Design btn_cond, sky130hd; sources not shown.
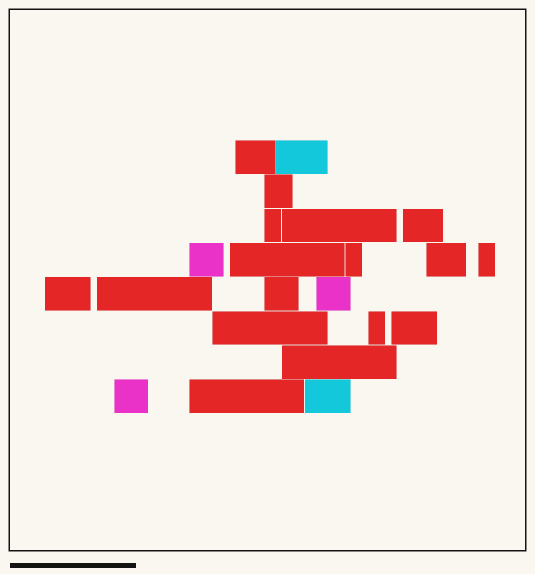
Run 1: sizing map
The bar under the picture is 10 µm long.
drive 3 to 4 -> magenta  # cells 3
drive 2 -> cyan  # cells 2
drive 1 or less -> red  # cells 17
Area Overhead vs Synth: 29.1%
finished layout cell area: 289 µm²
non-clock buffer count: 5
setup ws final: 61.3 ps

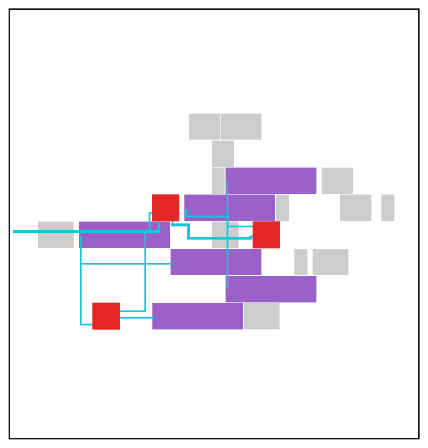
Run 1: routed clock nets over the placement
flip-flops -> purple  # count 6
cells driving clock nets -> red  # count 3
clock wires -> cyan  # length 89.2 µm
routed clock nets = 4
clock power share: 30.3%
clk latency late pin: 240 ps
Power Clock: 0.000159 W

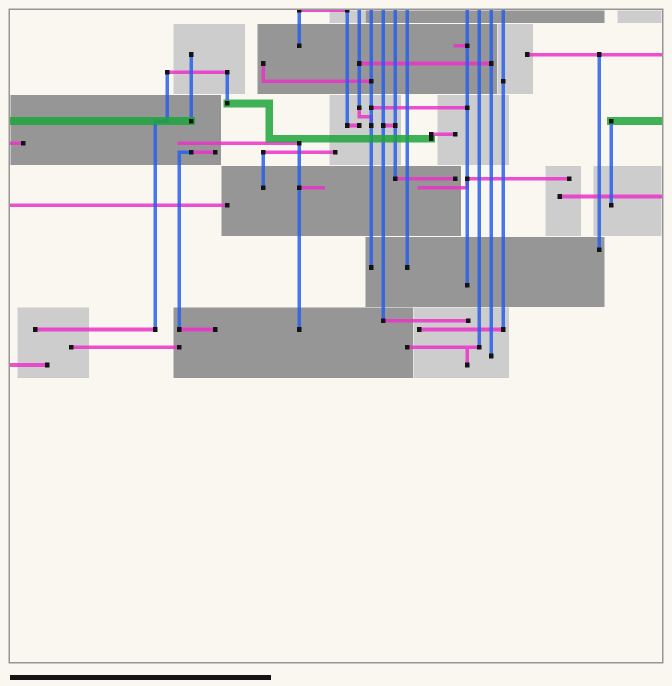
Run 1: layout detail
The bar under the picture is 10 µm long. Region (8, 0) to (33, 25) µm. Cells in grey, sequential cells in the stronger grey; small squares are vias.
met2 -> blue
met1 -> magenta
met3 -> green
sequential cells in the window = 5
most frequent = dfrtp_1 (5), clkbuf_4 (3)
cells with their middle in the window = 13

==> job_summary.md, run 1 <==
## PnR job results

| Metric | Value |
|---|---|
| Antenna cells | `0` |
| Distinct lib cells | `10` |
| Worst hold path type | `flip-flop to flip-flop` |
| Top cells by area | `dfrtp_1, mux2_4, nor2b_4, and3b_2, xnor2_1` |
| Syn avg cell area | `14.9 µm²` |
| Comb power frac | `between 20% and 30%` |
| H-tree depth | `1` |
| Internal power | `approximately 0.00039 W` |
| Pin count of the biggest net entering global routing | `7` |
| Clock Path Buffers | `2` |
| Worst EP required | `roughly 930 ps` |
| Hold Crit Depth | `0` |
| TritonCTS buffer count | `3` |
| Overflow after GRT | `0` |
| Worst-path fanout max | `2` |
| FF+latch area | `150 µm²` |
| Post-synth design cell area | `roughly 220 µm²` |
| Arrival time worst endpoint | `a little under 900 ps` |
| Starting DRT DRC Count | `1` |
| Post-synth regs | `6` |
| Worst path bufs/invs | `1` |
| Total number of vias | `roughly 120` |
| WP depth | `1` |
| Commonest flop | `dfrtp_1` |
| Clock sinks | `6` |
| Postcts setup bufs | `0` |
| Status | `finished clean` |
| DRC | `0` |
| CP Capture Type | `output port` |
| Comb area | `just over 50 µm²` |
| Post-synthesis sequential area ratio | `67.0%` |
| Die extent in y | `~43 µm` |
| Reg power frac | `44.6%` |
| RePlAce Congestion | `around 0.49` |
| First-pass GRT wire length | `around 590 µm` |
| Yosys Instances | `15` |
| Syn_nets | `18` |
| Core ar. | `0.00138 mm²` |
| Via density | `3.18` |
| Router iterations before antenna repair | `4` |
| Std cell rows | `14` |
| Post-synth EDFFs | `0` |
| Leading area contributor after synthesis | `dfrtp_1` |
| RSZ-0062 raised after global routing | `false` |
| R2R depth | `2` |
| Clock-pin slew on the worst setup and hold paths | `40 ps` |
| Final Hold Vio Count | `0` |
| Power per cell area | `1820 mW/mm²` |
| Slowest cell on crit path | `dfrtp_1` |
| Worst IR Drop VDD | `~0.57 mV` |
| Setup TNS | `0 ps` |
| Initial antenna violation count | `0` |
| Chip area in the Yosys report | `around 220 µm²` |
| ANT nets after route | `0` |
| Leakage power total | `approximately 0.14 nW` |
| Nets | `27` |
| Switch share | `26.2%` |
| Synth warnings | `0` |
| Chip width | `41 µm` |
| Post-DP Area | `284 µm²` |
| Overall Global Routing Usage | `~6.0%` |
| Most common cell in the synthesized netlist | `dfrtp_1` |
| Post-DR wirelength/cell | `9.26 µm` |
| CTS tree | `built` |
| Critical path type | `flip-flop to output port` |
| Number of port buffers | `4` |
| Vias in the first global route | `around 150` |
| P_sw | `0.000138 W` |
| Slew Limit Fails | `0` |
| Max-area cell share | `67.0%` |
| Fraction of registers with async set/reset | `100%` |
| Worst Setup Start Kind | `flip-flop` |
| Tcrit/Tclk final | `a little over nine tenths` |
| Floorplan Utilization | `~16%` |
| WL final | `between 300 and 400 µm` |
| CP max stage delay | `370 ps` |
| Setup WS pre-CTS | `approximately 96 ps` |
| Max cap viols | `0` |
| Mapped Cells | `15` |
| Fin crit period | `roughly 1300 ps` |
| Die area | `approximately 0.0018 mm²` |
| Largest delay share family, worst path | `flip-flops` |
| R2R setup slack | `between 200 and 250 ps` |
| Root buf cell | `clkbuf_4` |
| Crit path cell chain | `dlygate4sd2_1` |
| OpenROAD warnings | `26` |
| Layout cells sized above 1 | `22.7%` |
| Setup Viol. Count Final | `0` |
| IO Count | `6` |
| Fillers | `153` |
| Fmax | `764 MHz` |
## run 1: layer usage
| metal | GRT usage, % | vias to the layer above | wire [µm] | part of all wire [%] |
|---|---|---|---|---|
| met5 | 0 | - | 0 | 0 |
| met2 | 8.75 | 8 | 192 | 55 |
| met1 | 4.29 | 54 | 110 | 31 |
| met3 | 6.28 | 0 | 48 | 14 |
| met4 | 4.00 | 0 | 0 | 0 |
| li1 | - | 59 | - | - |
## run 1: per-stage QoR
step	hold slack [ps]	util (%)	total power (W)	instances
after floorplan	33.5	-	0.000339	15
after global placement	234	20.5	0.000410	35
after detailed placement	245	20.5	0.000430	35
after CTS	218	22.0	0.000580	38
after global routing	263	20.9	0.000567	38
final	253	20.9	0.000526	38
## run 1: cell type report
type | instances | share of cell area, %
clock buffers | 3 | 7.79
inverters | 1 | 1.30
multi-input cells | 7 | 17.7
flip-flops and latches | 6 | 51.9
well taps | 16 | 6.93
repair buffers | 5 | 14.3
## run 1: timing repair
| action | in CTS | in global routing |
|---|---|---|
| setup endpoints to repair | 2 | 0 |
| resized | 2 | 0 |
| hold buffers | 0 | 0 |
## run 1: placed cells by master (no fill, tap or decap)
master         synthesis  layout
clkbuf_1               0       1
nor2_1                 1       1
dfrtp_1                6       6
mux2_2                 0       1
dlygate4sd3_1          0       2
dlygate4sd2_1          0       2
conb_1                 1       1
clkbuf_4               0       3
and3b_2                1       1
inv_1                  1       1
nor2b_1                0       1
nor3b_1                1       1
xnor2_1                1       1
## run 1: logic make-up (layout without fill, tap and decap cells)
group | count (synthesis) | count (layout) | synth area share (%)
multiplexers | 1 | 1 | 6.70
buffers and inverters | 2 | 9 | 5.03
other | 1 | 1 | 1.67
AND/OR/NAND/NOR | 4 | 4 | 15.6
XOR/XNOR | 1 | 1 | 3.91
flip-flops | 6 | 6 | 67.0
## run 1: power by group through the flow
stage	combinational [W]	sequential [W]	clock, W
after global placement	0.000174	0.000236	0
after global routing	0.000149	0.000241	0.000177
after floorplan	0.0000920	0.000247	0
after detailed placement	0.000189	0.000241	0
after CTS	0.000175	0.000238	0.000167
final	0.000132	0.000235	0.000159
Run 1, signal metal coverage by tile:
8 x 9 tiles, from black (low) to pale yellow (high), scaled to the fullest tile. Values are wire area over tile area, all layers added.
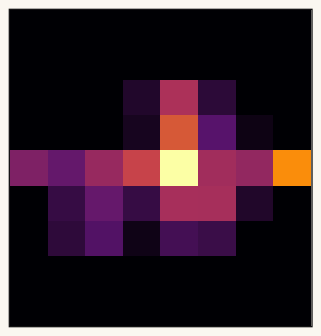

==> run 2: changes to the inputs <==
--- a/config.mk
+++ b/config.mk
@@ -5,7 +5,7 @@
 export SDC_FILE = /design/constraint.sdc
 export NUM_CORES = 1
 export LEC_CHECK = 0
-export ABC_CLOCK_PERIOD_IN_PS = 1370
+export ABC_CLOCK_PERIOD_IN_PS = 1500
 export CORE_AREA = 2 2 39 41
 export CTS_CLUSTER_DIAMETER = 150
 export CTS_CLUSTER_SIZE = 24
==> constraint.sdc (replaced) <==
create_clock -name clk_20Hz -period 1.5 [get_ports clk_20Hz]
set_clock_uncertainty 0.1 [all_clocks]
set_input_delay 0.375 -clock clk_20Hz [delete_from_list [all_inputs] [get_ports clk_20Hz]]
set_output_delay 0.375 -clock clk_20Hz [all_outputs]
set_load 0.005 [all_outputs]
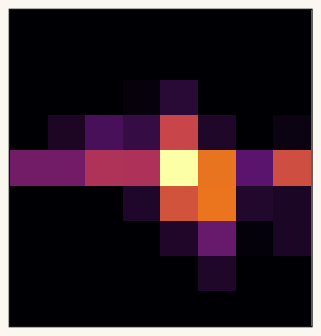
Run 2: signal metal coverage by tile
8 x 9 tiles, from black (low) to pale yellow (high), scaled to the fullest tile. Values are wire area over tile area, all layers added.
mean over tiles = 0.032
densest ninth of the die = middle
nearly empty tiles = 67%
Overall Global Routing Usage: 5.76%
post-DR wirelength/cell: 8.87 µm

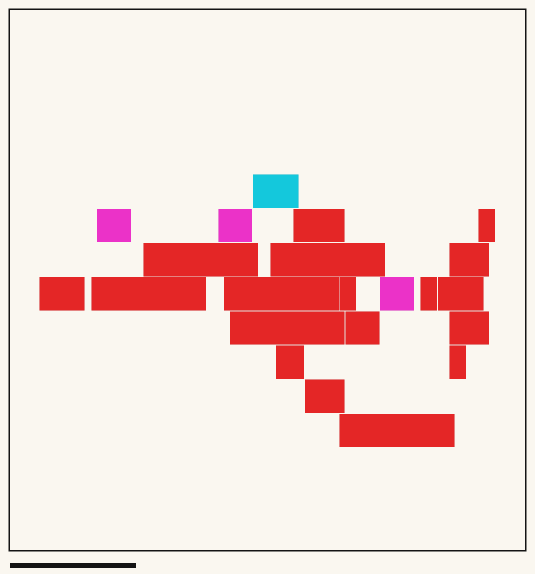
Run 2: sizing map
The bar under the picture is 10 µm long.
drive 2 -> cyan  # cells 1
drive 1 or less -> red  # cells 18
drive 3 to 4 -> magenta  # cells 3
setup ws final: 157 ps

==> run 2 against run 1 <==
  * Non-clock buffer count is the same
  * Global-route usage fell by 0.21 points
  * Sequential cell count did not move
  * Critical path type unchanged
  * Critical endpoint unchanged
==> job_summary.md, run 2 <==
## PnR job results

| Metric | Value |
|---|---|
| Status | `finished clean` |
| Top cell excl fill/tap | `dfrtp_1` |
| CTS tree | `built` |
| Area Overhead vs Synth | `29.1%` |
| Mapped Cells | `15` |
| Met2 Track Usage GR | `6.56%` |
| Global routing usage on met3 | `under 10%` |
| WP depth | `1` |
| Synth Area in Compound Gates | `0%` |
| Clk latency late pin | `between 200 and 300 ps` |
| Root buf cell | `clkbuf_4` |
| Crit path cell chain | `dlygate4sd2_1` |
| Slew Limit Fails | `0` |
| Max-area cell share | `67.0%` |
| Tcrit/Tclk final | `89.5%` |
| Most used routing layer | `met3` |
| Worst IR Drop VDD | `0.472 mV` |
| Dominant logic cell types in the final layout | `dfrtp_1, clkbuf_4, dlygate4sd3_1, dlygate4sd2_1` |
| Number of port buffers | `4` |
| Syn_nets | `18` |
| Setup Viol. Count Final | `0` |
| CP max stage delay | `~370 ps` |
| Worst EP required | `between 1000 and 1500 ps` |
| Critical path type | `flip-flop to output port` |
| Post-synth EDFFs | `0` |
| Chip width | `between 40 and 50 µm` |
| Antenna cells | `0` |
| Worst-path fanout max | `2` |
| Fin crit period | `1340 ps` |
| RSZ-0062 raised after global routing | `false` |
| CP Capture Type | `output port` |
| Fa+ha+maj area frac | `0%` |
| WL final | `337 µm` |
| Setup TNS | `0 ps` |
| Fmax | `745 MHz` |
| Total chip power | `0.000478 W` |
| Floorplan Utilization | `16.2%` |
| Via density | `3.11` |
| Clock Path Buffers | `2` |
| TritonCTS buffer count | `3` |
| RePlAce Congestion | `0.488` |
| Overflow after GRT | `0` |
| Top cells by area | `dfrtp_1, mux2_4, nor2b_4, and3b_2, xnor2_1` |
| Vias in the first global route | `approximately 150` |
| First-pass GRT wire length | `a little under 600 µm` |
| XOR Share, Synth | `under 10%` |
| ANT nets after route | `0` |
| Synth warnings | `0` |
| Die area | `0.00176 mm²` |
| Post-synthesis sequential area ratio | `between 60% and 70%` |
| IO Count | `6` |
| Largest delay share family, worst path | `flip-flops` |
| Fraction of registers with async set/reset | `100%` |
| Layout cells sized above 1 | `18.2%` |
| R2R depth | `2` |
| Leading area contributor after synthesis | `dfrtp_1` |
| Setup WS pre-CTS | `117 ps` |
| Post-synth design cell area | `224 µm²` |
| Worst path bufs/invs | `1` |
| Leakage power total | `~0.14 nW` |
| Clock-pin slew on the worst setup and hold paths | `about 50 ps` |
| Slowest cell on crit path | `dfrtp_1` |
| Finished layout cell area | `roughly 290 µm²` |
| Main logic family after synthesis | `simple AND/OR/NAND/NOR gates` |
| R2R setup slack | `~380 ps` |
| Yosys Instances | `15` |
| Clock sinks | `6` |
| Std cell rows | `14` |
| Router iterations before antenna repair | `2` |
| Most common cell in the synthesized netlist | `dfrtp_1` |
| Power per cell area | `approximately 1700 mW/mm²` |
| Final Hold Vio Count | `0` |
| Distinct lib cells | `10` |
| OpenROAD warnings | `26` |
| Commonest flop | `dfrtp_1` |
| Met1 usage | `between 5 and 6%` |
| Worst Setup Start Kind | `flip-flop` |
| H-tree depth | `1` |
| DRC | `0` |
| Die extent in y | `between 40 and 50 µm` |
| Chip area in the Yosys report | `224 µm²` |
| Syn avg cell area | `between 10 and 15 µm²` |
| Hold Crit Depth | `0` |
| Core ar. | `approximately 0.0014 mm²` |
| Starting DRT DRC Count | `2` |
| AND/OR/NAND/NOR Cells, Area Fraction | `between 10% and 20%` |
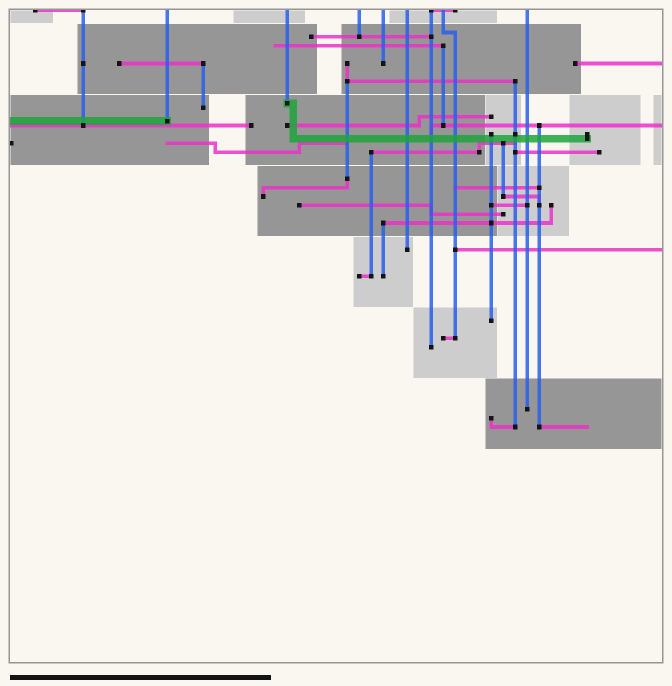
Run 2: layout detail
The bar under the picture is 10 µm long. Region (8, 0) to (33, 25) µm. Cells in grey, sequential cells in the stronger grey; small squares are vias.

## run 2: cell counts after synthesis
No cell type changed its count.
## run 2: cells by family after synthesis
family        Yosys count
other cells             1
simple gates            4
buf+inv                 2
mux                     1
flops                   6
xor+xnor                1
## run 2: through the flow
stage / utilization (%) / cells / hold WS [ps]
final: 20.9 / 38 / 246
after global routing: 20.9 / 38 / 273
after CTS: 22.0 / 38 / 246
after detailed placement: 20.0 / 34 / 241
after global placement: 20.0 / 34 / 235
after floorplan: - / 15 / 66.0
## run 2: layout make-up
cell class | count | area [µm²] | area share, %
inverters | 1 | 3.75 | 1.30
repair buffers | 5 | 41.3 | 14.3
flip-flops and latches | 6 | 150 | 51.9
multi-input cells | 7 | 51.3 | 17.7
clock buffers | 3 | 22.5 | 7.79
well taps | 16 | 20.0 | 6.93
## run 2: layer usage
metal / routed length (µm) / share of wire [%]
met1: 152 / 45
met2: 143 / 42
met3: 41 / 12
met4: 0 / 0
met5: 0 / 0
## run 2: timing repair
action / 4_1_cts / 5_1_grt
buffers inserted: 1 / 0
resized: 2 / 0
endpoints found under the setup margin: 2 / 0
## run 2: power by group
group | internal (W) | total (W) | switching (W)
registers | 0.000197 | 0.000214 | 0.0000167
logic | 0.0000627 | 0.000115 | 0.0000525
clock network | 0.0000905 | 0.000148 | 0.0000579
Power is estimated from default activity; no workload was simulated.
